===== src/rtl/mips_fetch_pkg.sv =====
// Shared types and defaults for the MIPS instruction fetch slice.
package mips_fetch_pkg;

  localparam int unsigned WORD_BYTES         = 4;
  localparam int unsigned IMEM_WORDS_DEFAULT = 1024;
  localparam logic [31:0] RESET_PC_DEFAULT   = 32'h0000_0000;

  typedef struct packed {
    logic [31:0] pc;
    logic [31:0] instr;
  } fetch_entry_t;

endpackage


===== src/rtl/fetch_queue.sv =====
// Two-entry {pc, instr} FIFO between fetch and decode, with synchronous flush.
module fetch_queue
  import mips_fetch_pkg::*;
(
  input  logic        clk,
  input  logic        rst_n,
  input  logic        push,
  input  logic        pop,
  input  logic        flush,
  input  logic [63:0] wr_entry,
  output logic [63:0] rd_entry,
  output logic [1:0]  count
);

  fetch_entry_t entry_q [2];
  logic         rd_ptr_q, wr_ptr_q;
  logic [1:0]   count_q;
  logic         pop_ok, push_ok;

  assign pop_ok  = pop && (count_q != 2'd0);
  // When full, a push is only legal if the head slot is being freed this cycle.
  assign push_ok = push && ((count_q != 2'd2) || pop_ok);

  always_ff @(posedge clk or negedge rst_n) begin
    if (!rst_n) begin
      entry_q[0] <= '0;
      entry_q[1] <= '0;
      rd_ptr_q   <= 1'b0;
      wr_ptr_q   <= 1'b0;
      count_q    <= 2'd0;
    end else if (flush) begin
      rd_ptr_q <= 1'b0;
      wr_ptr_q <= 1'b0;
      count_q  <= 2'd0;
    end else begin
      if (push_ok) begin
        entry_q[wr_ptr_q] <= fetch_entry_t'(wr_entry);
        wr_ptr_q          <= ~wr_ptr_q;
      end
      if (pop_ok) begin
        rd_ptr_q <= ~rd_ptr_q;
      end
      count_q <= count_q + {1'b0, push_ok} - {1'b0, pop_ok};
    end
  end

  assign rd_entry = (count_q == 2'd0) ? 64'd0 : entry_q[rd_ptr_q];
  assign count    = count_q;

endmodule


===== src/rtl/instruction_fetch_unit.sv =====
// PC register, redirect and fetch queue feeding decode.
// Optional range check on the fetch PC enabled by defining FETCH_BOUNDS_CHECK_EN.
module instruction_fetch_unit
  import mips_fetch_pkg::*;
#(
  parameter logic [31:0] RESET_PC   = RESET_PC_DEFAULT,
  parameter int unsigned IMEM_WORDS = IMEM_WORDS_DEFAULT
) (
  input  logic        Clock,
  input  logic        ResetN,
  output logic [31:0] Address,
  input  logic [31:0] Instruction,
  input  logic        Redirect,
  input  logic [31:0] RedirectPC,
  output logic        IFValid,
  input  logic        IFReady,
  output logic [31:0] IFInstruction,
  output logic [31:0] IFPC,
  output logic [31:0] IFPCPlus4,
  output logic        FetchFault
);

`ifdef FETCH_BOUNDS_CHECK_EN
  localparam bit BOUNDS_EN = 1'b1;
`else
  localparam bit BOUNDS_EN = 1'b0;
`endif

  localparam logic [32:0] IMEM_LIMIT = 33'(IMEM_WORDS) * 33'(WORD_BYTES);

  logic [31:0]  pc_q, pc_d;
  logic         fault_q;
  logic         out_of_range, fetch_block;
  logic         push, pop;
  logic [1:0]   count;
  logic [63:0]  head_raw;
  fetch_entry_t head, wr_entry;

  assign Address = pc_q;
  assign IFValid = (count != 2'd0);

  // A pop in a redirect cycle is discarded by the flush.
  assign pop          = IFValid && IFReady && !Redirect;
  assign out_of_range = BOUNDS_EN && ({1'b0, pc_q} >= IMEM_LIMIT);
  assign fetch_block  = fault_q || out_of_range;
  assign push         = !Redirect && ((count != 2'd2) || pop) && !fetch_block;

  always_comb begin
    pc_d = pc_q;
    if (Redirect) begin
      pc_d = RedirectPC & ~32'h3;
    end else if (push) begin
      pc_d = pc_q + 32'(WORD_BYTES);
    end
  end

  always_ff @(posedge Clock or negedge ResetN) begin
    if (!ResetN) begin
      pc_q    <= RESET_PC;
      fault_q <= 1'b0;
    end else begin
      pc_q <= pc_d;
      if (Redirect) begin
        fault_q <= 1'b0;
      end else if (out_of_range) begin
        fault_q <= 1'b1;
      end
    end
  end

  assign FetchFault = BOUNDS_EN ? fault_q : 1'b0;

  assign wr_entry.pc    = pc_q;
  assign wr_entry.instr = Instruction;

  fetch_queue u_fetch_queue (
    .clk      (Clock),
    .rst_n    (ResetN),
    .push     (push),
    .pop      (pop),
    .flush    (Redirect),
    .wr_entry (wr_entry),
    .rd_entry (head_raw),
    .count    (count)
  );

  assign head          = fetch_entry_t'(head_raw);
  assign IFInstruction = head.instr;
  assign IFPC          = head.pc;
  assign IFPCPlus4     = IFValid ? head.pc + 32'(WORD_BYTES) : 32'd0;

endmodule


===== config.mk =====
export PLATFORM = sky130hd
export DESIGN_NAME = instruction_fetch_unit
export DESIGN_NICKNAME = d
export VERILOG_FILES = /design/src/rtl/mips_fetch_pkg.sv /design/src/rtl/fetch_queue.sv /design/src/rtl/instruction_fetch_unit.sv
export SDC_FILE = /design/constraint.sdc
export NUM_CORES = 1
export LEC_CHECK = 0
export ABC_AREA = 0
export CAP_MARGIN = 20
export CORE_AREA = 5 5 178 180
export DETAILED_ROUTE_END_ITERATION = 8
export DIE_AREA = 0 0 183 185
export GPL_ROUTABILITY_DRIVEN = 0
export HOLD_SLACK_MARGIN = 0.12
export PLACE_DENSITY = 0.47
export SLEW_MARGIN = 20
export SYNTH_ARGS = -nofsm -noshare
export SYNTH_HDL_FRONTEND = slang
export SYNTH_SLANG_ARGS = --single-unit

===== constraint.sdc =====
create_clock -name Clock -period 6.75 [get_ports Clock]
set_input_delay 1.35 -clock Clock [delete_from_list [all_inputs] [get_ports Clock]]
set_output_delay 1.35 -clock Clock [all_outputs]
set_load 0.05 [all_outputs]

**Run 1: the clock network**

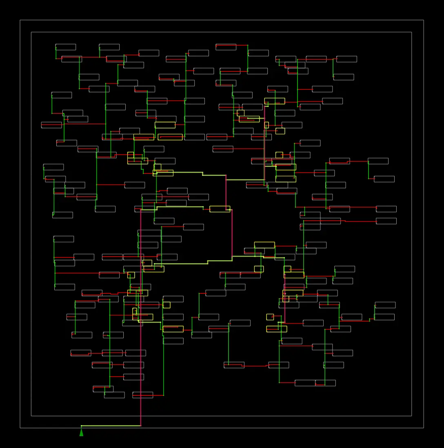
Num CTS Buffers: 17
power in the clock group: 0.967 mW

**Run 1: power grid**

Pins as bars on the die edge. Tap cells in grey.
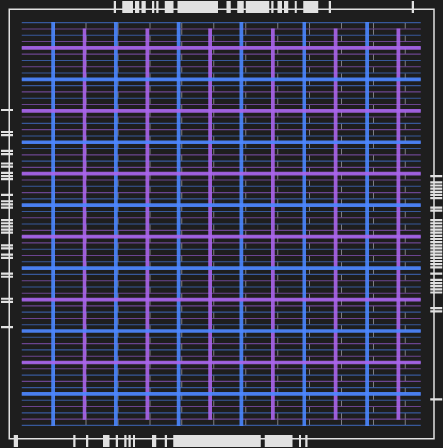
- VDD: purple
- VSS: blue
- met1 rails: 65
- rows: 64
- met5 straps: 12

==> flow_metrics.py, run 1 <==
# Synthesis and PnR figures
metrics = {
    "layout": {
        "nets": 998,
        "comb_cells": 534,
        "stdcell_area_sq_um": 11100,
        "largest_class": "combinational gates",
        "final_layout_size_suffix_gt1_frac": 0.199,
        "largest_reg_flops": 124,
        "final_cell_mix": "clkdlybuf4s50_1 (186), dfrtp_1 (157), mux2_2 (126)",
        "seqCellArea_sq_um": 3960,
        "buf_share": 0.180,
        "fillers": 3035,
    },
    "cts": {
        "clockBufferDepth": 2,
        "post_cts_resized": 0,
        "hold_buffers": 0,
    },
    "setup_path": {
        "worstPathMaxFanout": 39,
        "rr_startpoint": "u_fetch_queue.count[1]$_DFF_PN0_",
        "cp_num_buf_inv": 1,
        "worstPathArrival_ns": 4.44,
        "r2r.worst_path.cells": 6,
        "worst_path_max_delay_cell": "dfrtp_4",
    },
    "grt": {
        "busiest_layer": "met2",
        "met2_usage": 0.241,
        "grt_pass1_vias": 6372,
    },
    "synthesis": {
        "aoi_share": 0.0282,
        "common_cells": "dfrtp_1 (158), mux2_2 (126), nor2_1 (78), mux2i_1 (63), nand2_1 (56)",
        "ys_seq_frac": 0.481,
        "yosysTopAreaCellShare": 0.481,
        "ys_cells": 746,
        "synth_adder_area_share": 0.00609,
    },
    "drt": {
        "wire_per_inst_um": 18.2,
        "dr.max_layer_used": "met4",
        "wl_met2_mm": 12.1,
        "routed_wirelength_mm": 24.3,
        "viasPerCell": 4.61,
    },
    "power_and_ir_drop": {
        "pwr-share-clk": 0.165,
        "p_seq_mw": 1.64,
        "leakagePower_nw": 4.42,
        "p_total_mw": 5.86,
        "p_seq_frac": 0.280,
    },
    "die": {
        "die_h_um": 185,
        "die_area_sq_um": 33900,
        "die_w_um": 183,
    },
    "timing": {
        "finalClockPeriodUsage": 0.857,
        "fmax_mhz": 173,
        "hold_ws_ns": 0.505,
        "tns_ns": 0,
        "worst_pin_slew_ns": 1.01,
        "fin_worst_skew_ns": 0.0180,
    },
    "placement": {
        "dpl.hpwl_mm": 17.0,
    },
    "outcome": {
        "status": "finished clean",
    },
    "worst_hold_path": {
        "hp-start": "u_fetch_queue.entry_q[59]$_DFFE_PN0P_",
    },
}
**Run 1: clock distribution**

Bar = 50 um.
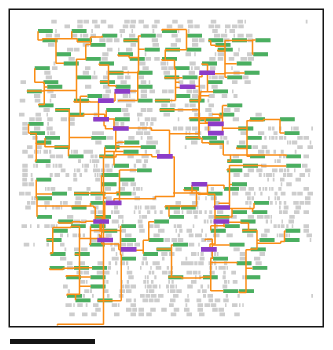
- flip-flops: green (count 158)
- cells driving clock nets: purple (count 17)
- clock wires: orange (length 2460 um)
- flops lie: spread over the die

**Run 1: placement by cell class**

Bar = 50 um.
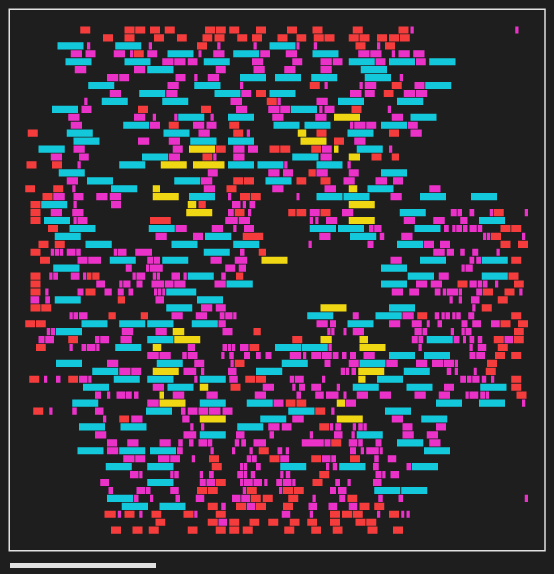
- flip-flops: cyan (cells 158; share of their area 37%)
- other buffers and delay cells: red (cells 201; share of their area 19%)
- all other logic: magenta (cells 548; share of their area 38%)
- clock drivers and dummy loads: yellow (cells 32; share of their area 5.4%)

**Run 1: gate families picked out**

Bar = 50 um.
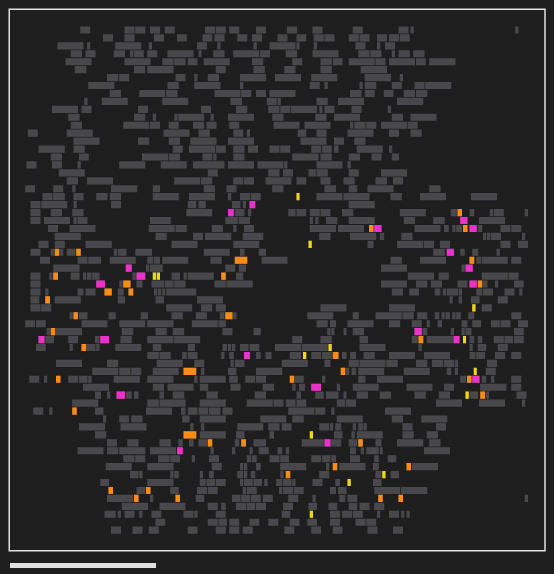

==> inputs of run 2 (changes only) <==
RECOVER_POWER = 100   (was unset)
**Run 2: gate families picked out**

Bar = 50 um.
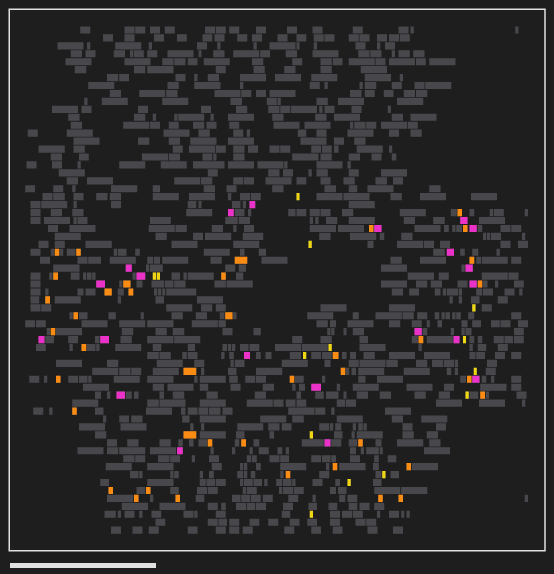
- AND and OR gates: magenta (cells 21; most used or4_1)
- inverting AOI/OAI gates: orange (cells 40; most used o21ai_0)
- inverters: yellow (cells 14; most used inv_1)

**Run 2: power grid**

Pins as bars on the die edge. Tap cells in grey.
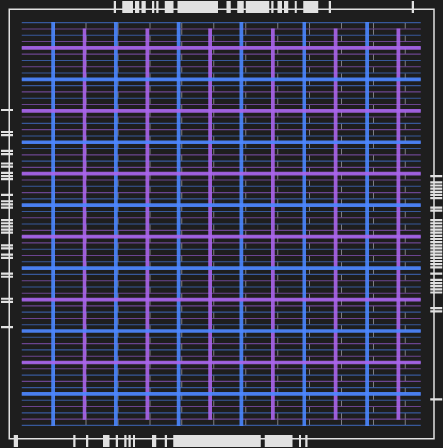
- VSS: blue
- VDD: purple
- met4 straps: 12
- signal pins: 198
- met1 rails: 65
- tap cells: 396
Peak VDD IR: 0.183 mV
Die X: 183 um
Core Box Area: 30000 sq um
die height: 185 um

**Run 2: clock distribution**

Bar = 50 um.
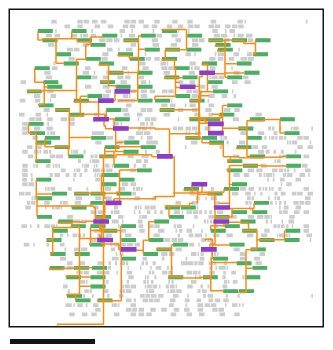
- clock wires: orange (length 2460 um)
- cells driving clock nets: purple (count 17)
- flip-flops: green (count 158)
- flops lie: spread over the die

==> run 2 against run 1 <==
  * Synthesized area unchanged
  * Cell count unchanged
  * Sequential power about the same
  * Critical path depth decreased by 2
  * Global-route usage unchanged
  * Total power decreased by 2.3%
  * Core utilization decreased by 0.13 points
  * Critical path type unchanged
  * The flow now finishes with violations (max-capacitance violations, max-slew violations)
  * Worst hold slack about the same
==> flow_metrics.py, run 2 <==
# Synthesis and PnR figures
metrics = {
    "synthesis": {
        "ys_seq_frac": 0.481,
        "synth_adder_area_share": 0.00609,
    },
    "grt": {
        "met2_usage": 0.241,
        "busiest_layer": "met2",
    },
    "power_and_ir_drop": {
        "p_total_mw": 5.73,
        "p_seq_frac": 0.286,
        "leakagePower_nw": 4.64,
    },
    "setup_path": {
        "r2r.worst_path.cells": 6,
        "worstPathArrival_ns": 4.67,
        "cp_num_buf_inv": 2,
    },
    "layout": {
        "seqCellArea_sq_um": 3960,
        "largest_reg_flops": 124,
        "final_layout_size_suffix_gt1_frac": 0.192,
        "buf_share": 0.179,
        "stdcell_area_sq_um": 11100,
    },
    "outcome": {
        "status": "complete, but fails checks",
        "violations": "max-capacitance violations, max-slew violations",
    },
    "drt": {
        "wl_met2_mm": 12.1,
        "dr.max_layer_used": "met4",
        "viasPerCell": 4.61,
        "routed_wirelength_mm": 24.3,
    },
    "timing": {
        "drv_slew": 144,
        "hold_ws_ns": 0.505,
        "finalClockPeriodUsage": 0.891,
        "fin_worst_skew_ns": 0.0179,
    },
    "cts": {
        "post_cts_resized": 0,
        "cts_buffers": 17,
    },
    "die": {
        "die_area_sq_um": 33900,
    },
    "flow_run": {
        "cap_violations": 3,
    },
}
**Run 2: the clock network**

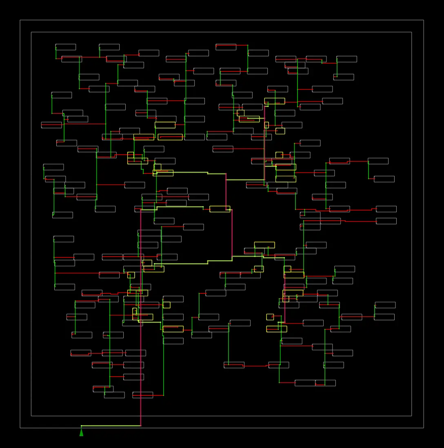

==> inputs of run 3 (changes only) <==
ABC_CLOCK_PERIOD_IN_PS = 6750   (was unset)
CORE_AREA = 5 5 181 183   (was 5 5 178 180)
DIE_AREA = 0 0 186 188   (was 0 0 183 185)
SYNTH_HIERARCHICAL = 1   (was unset)
**Run 3: the clock network**

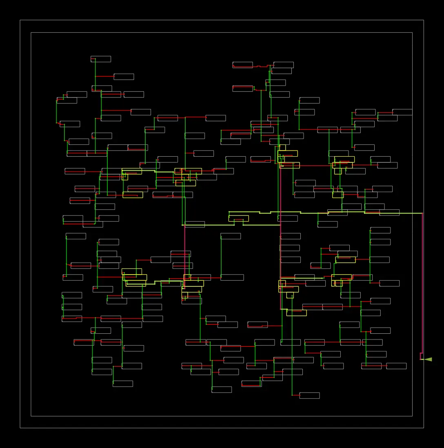
power in the clock group: 0.943 mW
layout clock buffer count: 19
flop count: 162

**Run 3: placement by cell class**

Bar = 50 um.
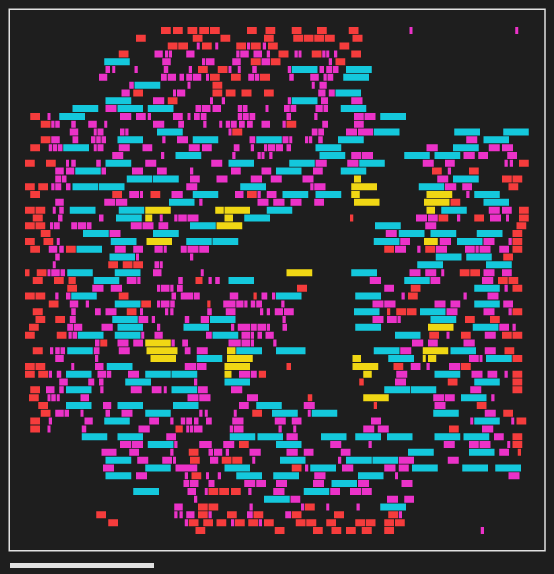
- clock drivers and dummy loads: yellow (cells 31; share of their area 5.3%)
- all other logic: magenta (cells 556; share of their area 38%)
- other buffers and delay cells: red (cells 205; share of their area 19%)
- flip-flops: cyan (cells 162; share of their area 38%)

==> run 3 against run 2 <==
  * Critical path type unchanged
  * The run still ends with max-capacitance violations, max-slew violations left
  * Critical endpoint unchanged
  * Design area up 1.0%
  * Synthesized area up 4.3%
  * Largest power group unchanged
  * Setup slack worse by 0.18 ns
  * Highest routed layer unchanged
  * Cell count up 1.6%
==> flow_metrics.py, run 3 <==
# Synthesis and PnR figures
metrics = {
    "timing": {
        "worst_pin_slew_ns": 2.70,
        "drv_slew": 191,
        "hold_ws_ns": 0.489,
    },
    "layout": {
        "stdcell_area_sq_um": 11200,
        "final_cell_mix": "dfrtp_1 (161), dlygate4sd3_1 (123), nor2_1 (109)",
        "largest_reg_flops": 128,
        "final_layout_size_suffix_gt1_frac": 0.118,
    },
    "setup_path": {
        "worst_path_max_delay_cell": "nor4_1",
    },
    "grt": {
        "met2_usage": 0.220,
        "busiest_layer": "met2",
        "grt_pass1_vias": 6419,
    },
    "cts": {
        "hold_buffers": 0,
        "cts_buffers": 17,
    },
    "drt": {
        "viasPerCell": 4.53,
    },
    "outcome": {
        "status": "complete, but fails checks",
        "violations": "max-capacitance violations, max-slew violations",
    },
    "synthesis": {
        "yosysTopAreaCellShare": 0.473,
        "ys_seq_frac": 0.473,
    },
    "power_and_ir_drop": {
        "leakagePower_nw": 4.60,
    },
    "worst_hold_path": {
        "hp-start": "u_fetch_queue/entry_q[11]$_DFFE_PN0P_",
    },
    "flow_run": {
        "cap_violations": 4,
    },
}
**Run 3: power grid**

Pins as bars on the die edge. Tap cells in grey.
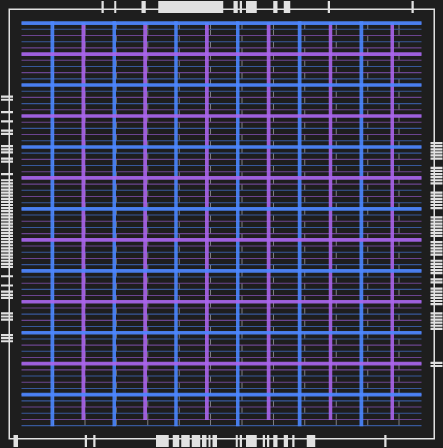
- VDD: purple
- VSS: blue
- met1 rails: 66
- rows: 65
- met5 straps: 13
Core Box Area: 31100 sq um
die height: 188 um
Die X: 186 um
Peak VDD IR: 0.170 mV

No activity file was given, so power comes from the tool's default toggle rates.
